File: src/rtl/serial_rx7_loader.sv
// serial_rx7_loader: deserialises a framed async serial line (start, 7 data bits LSB first,
// optional even parity, stop) and presents the word on data with a one-cycle load strobe.
// Define SERIAL_RX7_PARITY_EN to insert an even-parity bit between bit 6 and the stop bit.
module serial_rx7_loader #(
   parameter int unsigned BIT_TICKS = 4
) (
   input  logic       clk,
   input  logic       reset,
   input  logic       rx,
   output logic [6:0] data,
   output logic       load,
   output logic       frame_err,
   output logic       busy
);

   localparam int unsigned TW = (BIT_TICKS > 2) ? $clog2(BIT_TICKS) : 1;
   localparam logic [TW-1:0] TICK_LAST = TW'(BIT_TICKS - 1);
   localparam logic [TW-1:0] TICK_HALF = TW'(BIT_TICKS / 2 - 1);

   typedef enum logic [2:0] {StIdle, StStart, StData, StParity, StStop} state_e;

   state_e          state_q, state_d;
   logic [TW-1:0]   tick_q, tick_d;
   logic [2:0]      idx_q, idx_d;
   logic [6:0]      shift_q, shift_d;
   logic [6:0]      data_q, data_d;
   logic            load_q, load_d;
   logic            ferr_q, ferr_d;
   logic            rx_meta_q, rx_s_q;
   logic            parity_ok;
`ifdef SERIAL_RX7_PARITY_EN
   logic            par_q, par_d;
`endif

   // Two-flop synchroniser; idles high so reset never looks like a start bit.
   always_ff @(posedge clk or negedge reset) begin
      if (!reset) begin
         rx_meta_q <= 1'b1;
         rx_s_q    <= 1'b1;
      end else begin
         rx_meta_q <= rx;
         rx_s_q    <= rx_meta_q;
      end
   end

   // State and datapath registers.
   always_ff @(posedge clk or negedge reset) begin
      if (!reset) begin
         state_q <= StIdle;
         tick_q  <= '0;
         idx_q   <= '0;
         shift_q <= '0;
         data_q  <= '0;
         load_q  <= 1'b0;
         ferr_q  <= 1'b0;
`ifdef SERIAL_RX7_PARITY_EN
         par_q   <= 1'b0;
`endif
      end else begin
         state_q <= state_d;
         tick_q  <= tick_d;
         idx_q   <= idx_d;
         shift_q <= shift_d;
         data_q  <= data_d;
         load_q  <= load_d;
         ferr_q  <= ferr_d;
`ifdef SERIAL_RX7_PARITY_EN
         par_q   <= par_d;
`endif
      end
   end

`ifdef SERIAL_RX7_PARITY_EN
   // Even parity over data bits plus the parity bit.
   assign parity_ok = ~(^shift_q ^ par_q);
`else
   assign parity_ok = 1'b1;
`endif

   // Next-state: bit timing, sampling and strobe generation.
   always_comb begin
      state_d = state_q;
      tick_d  = tick_q + 1'b1;
      idx_d   = idx_q;
      shift_d = shift_q;
      data_d  = data_q;
      load_d  = 1'b0;
      ferr_d  = 1'b0;
`ifdef SERIAL_RX7_PARITY_EN
      par_d   = par_q;
`endif
      unique case (state_q)
         StIdle: begin
            tick_d = '0;
            if (!rx_s_q) begin
               state_d = StStart;
            end
         end
         StStart: begin
            if (tick_q == TICK_HALF) begin
               tick_d = '0;
               if (rx_s_q) begin
                  state_d = StIdle;  // glitch, not a real start bit
               end else begin
                  state_d = StData;
                  idx_d   = '0;
               end
            end
         end
         StData: begin
            if (tick_q == TICK_LAST) begin
               tick_d          = '0;
               shift_d[idx_q]  = rx_s_q;
               if (idx_q == 3'd6) begin
`ifdef SERIAL_RX7_PARITY_EN
                  state_d = StParity;
`else
                  state_d = StStop;
`endif
               end else begin
                  idx_d = idx_q + 3'd1;
               end
            end
         end
`ifdef SERIAL_RX7_PARITY_EN
         StParity: begin
            if (tick_q == TICK_LAST) begin
               tick_d  = '0;
               par_d   = rx_s_q;
               state_d = StStop;
            end
         end
`endif
         StStop: begin
            if (tick_q == TICK_LAST) begin
               tick_d  = '0;
               state_d = StIdle;
               if (rx_s_q && parity_ok) begin
                  data_d = shift_q;
                  load_d = 1'b1;
               end else begin
                  ferr_d = 1'b1;
               end
            end
         end
         default: begin
            state_d = StIdle;
            tick_d  = '0;
         end
      endcase
   end

   // Outputs: strobes are registered, busy decodes the state.
   always_comb begin
      busy      = (state_q != StIdle);
      data      = data_q;
      load      = load_q;
      frame_err = ferr_q;
   end

endmodule
File: config.mk
export PLATFORM = sky130hd
export DESIGN_NAME = serial_rx7_loader
export DESIGN_NICKNAME = d
export VERILOG_FILES = /design/src/rtl/serial_rx7_loader.sv
export SDC_FILE = /design/constraint.sdc
export NUM_CORES = 1
export LEC_CHECK = 0
export CORE_MARGIN = 2
export CORE_UTILIZATION = 35
export CTS_CLUSTER_DIAMETER = 200
export DETAILED_ROUTE_END_ITERATION = 10
export SLEW_MARGIN = 20
export SYNTH_ARGS = -nofsm -noshare
export SYNTH_HDL_FRONTEND = slang
export SYNTH_SLANG_ARGS = --single-unit
File: constraint.sdc
create_clock -name clk -period 2.3 [get_ports clk]
set_clock_uncertainty 0.15 [all_clocks]
set_input_delay 0.69 -clock clk [delete_from_list [all_inputs] [get_ports clk]]
set_output_delay 0.69 -clock clk [all_outputs]
set_load 0.01 [all_outputs]
### Signal wires on met1

(6 px per um)
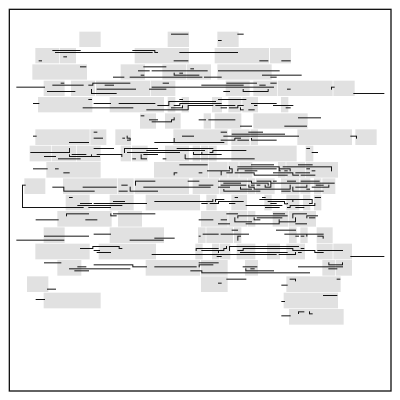
112 nets have wire on it. The wires run mostly horizontal. The layer holds 47% of the routed length.

### Signal wires on met2

(8 px per um)
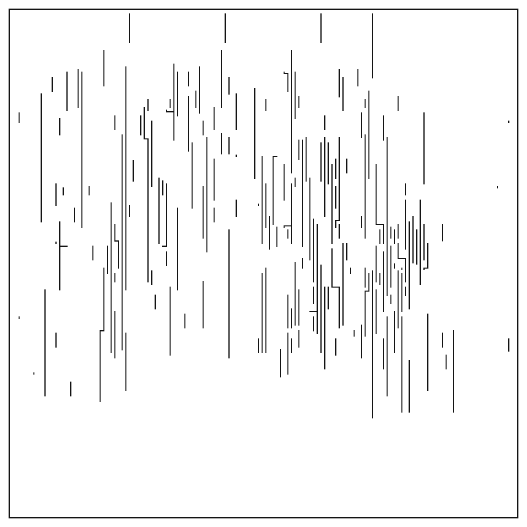
The layer carries 996 um of wire. The layer holds 48% of the routed length. 112 nets have wire on it.

### Metal 3

(4 px per um)
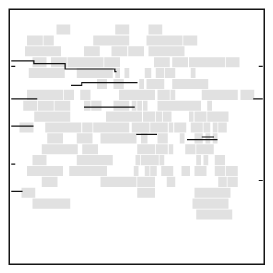
The wires run mostly horizontal. The layer carries 92.0 um of wire. 13 nets have wire on it. The layer holds 4.4% of the routed length.

==> impl_table.tex <==
% Synthesis and place-and-route results
\begin{tabular}{lr}
\hline
Metric & Value \\
\hline
\multicolumn{2}{l}{\textbf{Yosys}} \\
Cell types with the highest counts after synthesis & dfrtp\_1, mux2\_2, nor2\_1 \\
Compound-Gate Fraction of Synth Area & 0.08114 \\
Adder-Cell Fraction of Synth Area & 0.06085 \\
Yosys warning count & 0 \\
Portion of synthesized cell area occupied by the leading cell type & 0.4868 \\
Sequential element share of the synthesized area & 0.5294 \\
Top cells, area & dfrtp\_1, mux2\_2, ha\_1, dfstp\_2, nor2\_1 \\
Top comb family, area & simple AND/OR/NAND/NOR gates \\
Yosys stat cell total & between 100 and 150 \\
Number of flip-flops and latches in the synthesized netlist & 26 \\
Avg Cell Area, Syn & $\sim$12 um\^{}2 \\
Mapped Cells & 104 \\
\multicolumn{2}{l}{\textbf{Drt}} \\
Post-DRT Antenna Nets & 0 \\
DRC viols & 0 \\
DR pass1 iterations & 4 \\
Vias after detailed routing & roughly 840 \\
Met2 WL & $\sim$1000 um \\
Average wire length per cell after detail routing & $\sim$13 um \\
DR top layer & met4 \\
\multicolumn{2}{l}{\textbf{Finish}} \\
Clk cell area share & 0.03581 \\
Nets & between 100 and 150 \\
Number of diodes & 0 \\
Fraction of final layout cells sized beyond drive strength 1 & 0.2101 \\
Data-path buffer share of cell area in the final layout & 0.1014 \\
Storage element area & about 650 um\^{}2 \\
Multi-input combinational cell count & 67 \\
Sequential cell count & 26 \\
Top cell category & sequential cells \\
Most frequent logic cell in the layout & dfrtp\_1 \\
\multicolumn{2}{l}{\textbf{Power and ir drop}} \\
Clock share of power & 0.276 \\
Sequential cell fraction of total power & 0.452 \\
Net Sw Frac & 0.2991 \\
\multicolumn{2}{l}{\textbf{Worst setup path}} \\
Critical path type & register to output pin \\
Depth of the critical timing path with buffers and inverters included & 2 \\
Endpoint of the worst setup timing path & busy \\
Slowest stage cell on the critical path & dfrtp\_1 \\
Cell family contributing the most delay on the critical path & flip-flops \\
Buf/Inv on CP & 1 \\
Endpoint arrival time on the critical path & $\sim$1.4 ns \\
Beginning of the critical path & state\_q[0]\$\_DFFE\_PN0P\_ \\
Startpoint of the lowest-slack register-to-register path & tick\_q[0]\$\_DFF\_PN0\_ \\
Critical path launch point type & register \\
Delay contributed by the slowest stage of the critical path & a little under 0.4 ns \\
\multicolumn{2}{l}{\textbf{Die}} \\
Fraction of the core area occupied by cells at floorplan & 0.3668 \\
Tap cell count & roughly 46 \\
\multicolumn{2}{l}{\textbf{CTS}} \\
TritonCTS clock tree & yes \\
Total of hold buffers inserted after clock tree synthesis & 0 \\
Number of buffers between clock root and the deepest sink & 2 \\
Buffer count from post-CTS setup fixing & 0 \\
Clock slew at reported path FFs & $\sim$0.14 ns \\
Clock root cell & clkbuf\_4 \\
CTS H-tree lvls & 1 \\
\multicolumn{2}{l}{\textbf{STA}} \\
Minimum hold slack & 0.2192 ns \\
Unrepaired setup endpoints after global routing & false \\
Smallest setup slack after layout & approximately 0.11 ns \\
Final Hold Violating Endpoints & 0 \\
Worst relative slew slack & 0.7702 \\
Fin crit period & 2.195 ns \\
Maximum achievable frequency & 0.4557 GHz \\
Total negative slack for setup checks & 0 ns \\
\multicolumn{2}{l}{\textbf{Worst hold path}} \\
Endpoint, Worst Hold & rx\_s\_q\$\_DFF\_PN1\_ \\
Worst Hold Launch & rx\_meta\_q\$\_DFF\_PN1\_ \\
\multicolumn{2}{l}{\textbf{Placement}} \\
GPL Wtd Cong & about 0.76 \\
Number of cells after detailed placement & 161 \\
Port Buffer Count & 12 \\
\multicolumn{2}{l}{\textbf{Outcome}} \\
Outcome & completed \\
\multicolumn{2}{l}{\textbf{Global routing}} \\
Total track usage & 0.1202 \\
Sum of overflow across all layers after global routing & 0 \\
\multicolumn{2}{l}{\textbf{Job}} \\
Tool warnings & 30 \\
\hline
\end{tabular}
No activity file was given, so power comes from the tool's default toggle rates.
